**src/rtl/ctrl_sequencer.sv**
```systemverilog
// ctrl_sequencer: multi-cycle instruction sequencer for a small accumulator CPU.
// Walks FETCH1/FETCH2/DECODE and then one execute state for each instruction,
// producing one control vector per state. It also counts retired instructions
// and keeps a sticky flag for illegal opcodes.
// Optional feature: define CTRL_SINGLE_STEP_EN to add a `step` input.
// FETCH1 then waits for one rising edge of `step` before each instruction.
module ctrl_sequencer (
    input  logic        clk,
    input  logic        rst_n,
    input  logic        start,
    input  logic [3:0]  opcode,
    input  logic        z_flag,
    input  logic        mem_ready,
`ifdef CTRL_SINGLE_STEP_EN
    input  logic        step,
`endif
    output logic [11:0] ctrlsig,
    output logic [3:0]  state_out,
    output logic        halted,
    output logic        illegal,
    output logic [15:0] instr_count
);

    // control vector bit positions
    localparam logic [11:0] PC_INC  = 12'h001;
    localparam logic [11:0] PC_LOAD = 12'h002;
    localparam logic [11:0] AR_PC   = 12'h004;
    localparam logic [11:0] AR_IR   = 12'h008;
    localparam logic [11:0] MEM_RD  = 12'h010;
    localparam logic [11:0] MEM_WR  = 12'h020;
    localparam logic [11:0] IR_LOAD = 12'h040;
    localparam logic [11:0] AC_MEM  = 12'h080;
    localparam logic [11:0] AC_ALU  = 12'h100;
    localparam logic [11:0] ALU_SUB = 12'h200;
    localparam logic [11:0] DR_LOAD = 12'h400;
    localparam logic [11:0] BUSY    = 12'h800;

    typedef enum logic [3:0] {
        S_IDLE   = 4'd0,
        S_FETCH1 = 4'd1,
        S_FETCH2 = 4'd2,
        S_DECODE = 4'd3,
        S_LOAD   = 4'd4,
        S_STORE  = 4'd5,
        S_ALU    = 4'd6,
        S_JUMP   = 4'd7,
        S_HALT   = 4'd8
    } state_t;

    state_t      state, nxt;
    logic [3:0]  op_q;       // opcode captured in DECODE; ALU uses it to pick add or sub
    logic        cnt_en;
    logic        ill_dec;

`ifdef CTRL_SINGLE_STEP_EN
    logic step_q;
    logic step_rise;
    assign step_rise = step & ~step_q;

    // remember the previous step level so that a held level counts as one step
    always_ff @(posedge clk or negedge rst_n) begin
        if (!rst_n) step_q <= 1'b0;
        else        step_q <= step;
    end
`endif

    // state register
    always_ff @(posedge clk or negedge rst_n) begin
        if (!rst_n) state <= S_IDLE;
        else        state <= nxt;
    end

    // next-state logic and control decode
    // FETCH2 and LOAD also use mem_ready, so the completion strobes are issued
    // in the same cycle the memory finishes.
    always_comb begin
        nxt     = state;
        ctrlsig = '0;
        ill_dec = 1'b0;
        case (state)
            S_IDLE: begin
                if (start) nxt = S_FETCH1;
            end
            S_FETCH1: begin
`ifdef CTRL_SINGLE_STEP_EN
                if (step_rise) begin
                    ctrlsig = AR_PC | BUSY;
                    nxt     = S_FETCH2;
                end else begin
                    ctrlsig = BUSY;
                end
`else
                ctrlsig = AR_PC | BUSY;
                nxt     = S_FETCH2;
`endif
            end
            S_FETCH2: begin
                ctrlsig = MEM_RD | BUSY;
                if (mem_ready) begin
                    ctrlsig = MEM_RD | BUSY | IR_LOAD | PC_INC;
                    nxt     = S_DECODE;
                end
            end
            S_DECODE: begin
                ctrlsig = BUSY;
                case (opcode)
                    4'd0:       nxt = S_FETCH1;
                    4'd1:       nxt = S_LOAD;
                    4'd2:       nxt = S_STORE;
                    4'd3, 4'd4: nxt = S_ALU;
                    4'd5:       nxt = S_JUMP;
                    4'd6:       nxt = z_flag ? S_JUMP : S_FETCH1;
                    4'd15:      nxt = S_HALT;
                    default: begin
                        nxt     = S_FETCH1;
                        ill_dec = 1'b1;
                    end
                endcase
            end
            S_LOAD: begin
                ctrlsig = AR_IR | MEM_RD | BUSY;
                if (mem_ready) begin
                    ctrlsig = AR_IR | MEM_RD | BUSY | AC_MEM;
                    nxt     = S_FETCH1;
                end
            end
            S_STORE: begin
                ctrlsig = AR_IR | MEM_WR | BUSY;
                if (mem_ready) nxt = S_FETCH1;
            end
            S_ALU: begin
                ctrlsig = AC_ALU | DR_LOAD | BUSY | ((op_q == 4'd4) ? ALU_SUB : 12'h000);
                nxt     = S_FETCH1;
            end
            S_JUMP: begin
                ctrlsig = PC_LOAD | BUSY;
                nxt     = S_FETCH1;
            end
            S_HALT: begin
                nxt = S_HALT;
            end
            default: begin
                nxt = S_IDLE;
            end
        endcase
        // An instruction retires when it returns to FETCH1 from any state after IDLE.
        cnt_en = (nxt == S_FETCH1) &&
                 (state inside {S_DECODE, S_LOAD, S_STORE, S_ALU, S_JUMP});
    end

    // latched opcode, sticky illegal flag, retired-instruction counter
    always_ff @(posedge clk or negedge rst_n) begin
        if (!rst_n) begin
            op_q        <= 4'd0;
            illegal     <= 1'b0;
            instr_count <= 16'd0;
        end else begin
            if (state == S_DECODE) op_q <= opcode;
            if (ill_dec)           illegal <= 1'b1;
            if (cnt_en)            instr_count <= instr_count + 16'd1;
        end
    end

    assign state_out = state;
    assign halted    = (state == S_HALT);

endmodule

```
**config.mk**
```make
export PLATFORM = sky130hd
export DESIGN_NAME = ctrl_sequencer
export DESIGN_NICKNAME = d
export VERILOG_FILES = /design/src/rtl/ctrl_sequencer.sv
export SDC_FILE = /design/constraint.sdc
export NUM_CORES = 1
export LEC_CHECK = 0
export CAP_MARGIN = 20
export CORE_UTILIZATION = 47
export CTS_CLUSTER_SIZE = 20
export DETAILED_ROUTE_END_ITERATION = 6
export GPL_ROUTABILITY_DRIVEN = 0
export PLACE_DENSITY = 0.85
export SYNTH_ARGS = -nofsm -noshare
export SYNTH_HDL_FRONTEND = slang
export SYNTH_SLANG_ARGS = --single-unit
```
**constraint.sdc**
```tcl
create_clock -name clk -period 2.27 [get_ports clk]
set_input_delay 0.5675 -clock clk [delete_from_list [all_inputs] [get_ports clk]]
set_output_delay 0.5675 -clock clk [all_outputs]
set_load 0.02 [all_outputs]
```
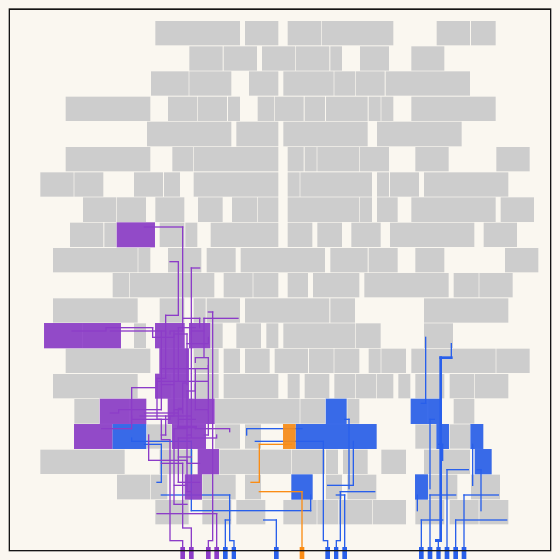
*Nets reached from selected ports, run 1*
colour	port	bits	direction	end cells	buffers	wire
blue	ctrlsig	12	output	10	12	208 µm
purple	opcode	4	input	16	8	313 µm
orange	halted	1	output	1	1	19.0 µm

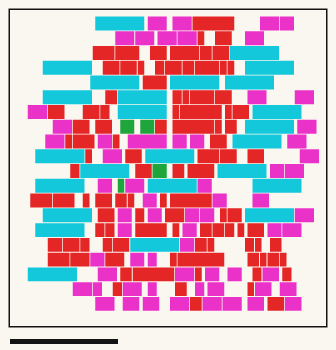
*Placed cells, one colour a class, run 1*
The bar under the picture is 20 µm long.
colour	class	cells
magenta	remaining buffers and delay cells	64
green	clock drivers and dummy loads	4
cyan	registers	25
red	remaining logic cells	101

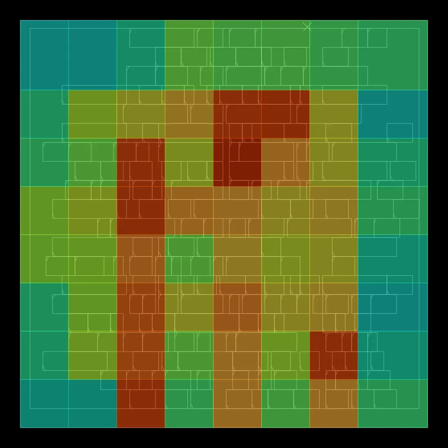
*Routing congestion map, run 1*
routed len/inst: 14.3 µm
busiest layer in global routing: met2
Finished Core Util: 68.5%
grt met1 use: 27.4%
met3 Track Usage GR: 1.79%

==> summary.txt, run 1 <==
Implementation results.

The data arrival time reported for the critical path is 1.61 ns. 97 cells are multi-input combinational gates. IR analysis of the VDD net gives a maximum drop of between 0.0005 and 0.0006 V. In the routed layout, each cell is associated on average with a via count of 5.26. The area taken by sequential standard cells is reported as 626 µm². The number of diodes is 0. After synthesis, the most frequently instantiated cells are dfrtp_1, xor2_1, nor2_1. The post-synthesis share of cell area spent on and-or and or-and gates is ~8.3%. The final timing report derives a shortest allowable period of 2.18 ns. The most flop-heavy register is instr_count. The post-synthesis cell type count is 40. Dividing total power by cell area gives a power density of 980 nW/µm². The critical path in this run is classified as reg -> out. The delay of the slowest cell on the worst path is 0.62 ns.

The signal on the critical path passes through buf_4 > clkdlybuf4s50_1. Among all stages on the critical path, the largest delay is contributed by clkdlybuf4s50_1. In the layout the commonest cells are clkdlybuf4s50_1, dfrtp_1, buf_4.

Per the detail_route log, the uppermost layer with routed signals is met4. The die is 58.3 µm tall. The biggest area contributor in the post-synthesis netlist is dfrtp_1. Setup slack on the critical path of the routed design comes to 0.0920 ns.

The buffer levels on the longest clock path is 2. The detailed router reported a total wirelength of 3400 µm. The flow ran to the end, but the final reports show violations. The clock insertion delay at the later pin of the skew report is 0.31 ns.

The worst hold slack after final layout is just under 0.5 ns. The flop count is 25. The number of iterations in the first detailed-routing pass is 6. The final reports fail on DRC. 43 I/O pins were placed. After synthesis, the cell types taking the most area are dfrtp_1, xor2_1, nor4_4, mux2_2, nor2_1. The layout cell share with drive strength beyond 1 is 24.7%.

For hold timing, the worst endpoint is illegal. Per the detail_route report, DRC violations left total 1. The post-route standard cell area excluding fillers is 2070 µm².
==> inputs of run 2 (changes only) <==
SKIP_CTS_REPAIR_TIMING = 1   (was unset)
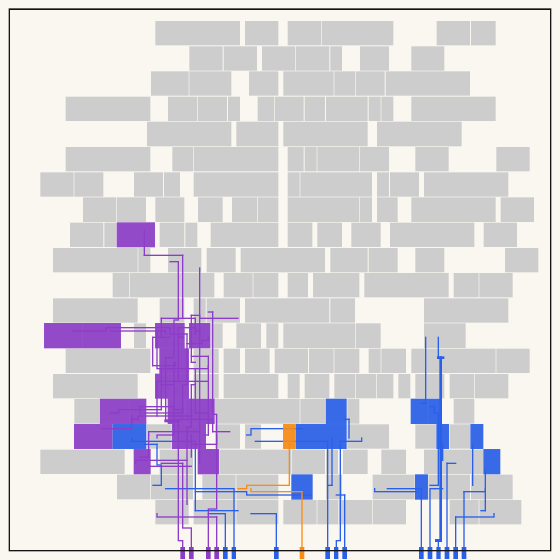
*Nets reached from selected ports, run 2*
colour	port	bits	direction	end cells	buffers	wire
blue	ctrlsig	12	output	10	12	221 µm
orange	halted	1	output	1	1	22.3 µm
purple	opcode	4	input	16	8	313 µm

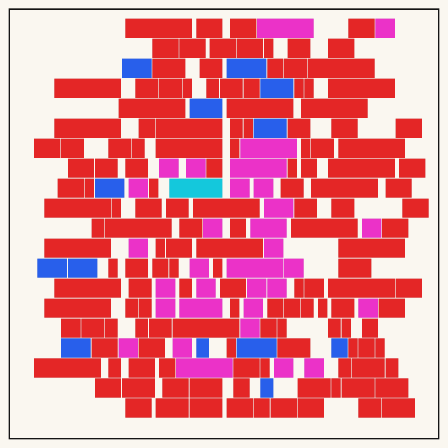
*Cells by drive strength, run 2*
colour	size	cells	share
magenta	x3 and x4	32	16%
blue	x2	13	6.7%
cyan	x6 and larger	1	0.52%
red	x1 and smaller	148	76%

==> summary.txt, run 2 <==
Implementation results.

The flow ran to the end, but the final reports show violations. The final reports fail on DRC. Setup repair after global routing left no endpoint under its margin.

The cell type of the slowest stage on the worst timing path is or4b_4. After global routing, the most crowded layer is met2. The most common logic cells in the final layout are clkdlybuf4s50_1, dfrtp_1, buf_4. The global-route track usage on met1 is 27.2%. The area of the die is between 3000 and 4000 µm². The residual DRC count is 1. The number of non-clock buffers in the layout is 64. The clock root buffer is clkbuf_4.

The post-synthesis sequential element count is 25. By area, the combinational part of the netlist is dominated by simple AND/OR/NAND/NOR gates. The area share of and/or/nand/nor cells after synthesis is around 28%. The most flop-heavy register is instr_count. The maximum clock frequency is 0.459 GHz. The routed design shows a wire length per standard cell of 14.3 µm. The post-synthesis share of cell area spent on and-or and or-and gates is 8.33%.

Detailed placement reports a standard cell area of a little over 2000 µm². Ranked by instance count, the synthesized netlist is headed by dfrtp_1, xor2_1, nor2_1. Post-synthesis, Yosys gives the total cell area as around 1500 µm².

The highest metal layer with signal wires is met4. The worst hold path depth is 1. The power report lists the clock group at roughly 0.19 mW.

The synthesis report lists the most area-consuming cells as dfrtp_1, xor2_1, nor4_4, mux2_2, nor2_1. The share of total power consumed by net switching is 41.8%. The maximum fanout encountered on the critical timing path is 5. The combinational gate count is between 90 and 100. Sequential cells were found to cover 42.1% of the synthesized design area. For this design the ratio of total power to cell area is slightly below 1000 nW/µm². The fraction of post-synthesis cell area in the top cell type by area is 42.1%. The final timing report gives a worst setup slack of 0.0937 ns. The first global-routing pass estimated roughly 5500 µm of wire. Across all stage logs, warnings added up to 26. Wires add up to 3400 µm.

The kind of critical path is reg -> out. The detailed-placement wirelength estimate is 2720 µm. At the worst endpoint, the arrival time is 1.61 ns. The number of well taps is 44.

The cell count after synthesis came out at 138. From the final report, the count of setup violators was given as 0. The buffer levels on the longest clock path is 2. The flop count is 25.

The vertical die dimension is 58.3 µm. In the final layout, the clock buffer count is 4. 0 antenna diodes ended up in the layout. The largest total area in the synthesized netlist belongs to dfrtp_1.

The final cell count without fillers is 238. The global routing usage on met2 is between 30% and 40%. The layout report lists the multi-input gate area as 776 µm². The delay of the slowest cell on the worst path is 0.56 ns.

Per the layout area report, the sequential fraction of cell area is ~30%. In the log, the iteration count for the first detailed-route pass is 6. The post-route standard cell area excluding fillers is ~2100 µm². The floorplan has 20 rows. IR analysis of the VDD net gives a maximum drop of slightly below 0.0006 V. In this run the horizontal extent of the chip is about 60 µm. On the worst setup and hold paths after CTS, the clock-pin slew comes to 0.13 ns. For reference, the critical path cell chain is or4b_4 > inv_1 > dlymetal6s2s_1. Per the log, the first TritonRoute iteration ended with a DRC count of 39.

The path with the worst hold slack has its endpoint at illegal. The via density per instance is 5.26. The launching element of the worst setup path is state_out[0]. The minimum clock period is 2.18 ns. The CTS report gives the tree buffer count as 3.

For this design the total switching power over the nets is about 0.86 mW. The category of the worst setup path capture point is an output port. met3 track demand over resource after global routing is 1.79%.

The required time of the worst setup path is about 1.7 ns. For this run, asynchronously set or reset flops after synthesis account for 100%. The utilization after layout is 69.8%. The later pin in the worst-skew pair is clocked with a latency of roughly 0.30 ns. In this run, flip-flops and latches consume 32.3% of the power. The post-synthesis cell type count is 40. The number of top-level pins is 43.

The area taken by sequential standard cells is reported as around 630 µm². The non-clock inverter total of the final layout is 4. The clock network takes up about 1.2% of total cell area after layout.

In the final layout, the share of cells above drive strength 1 is 23.7%. The worst hold slack after final layout is 0.482 ns.
No activity file was given, so power comes from the tool's default toggle rates.
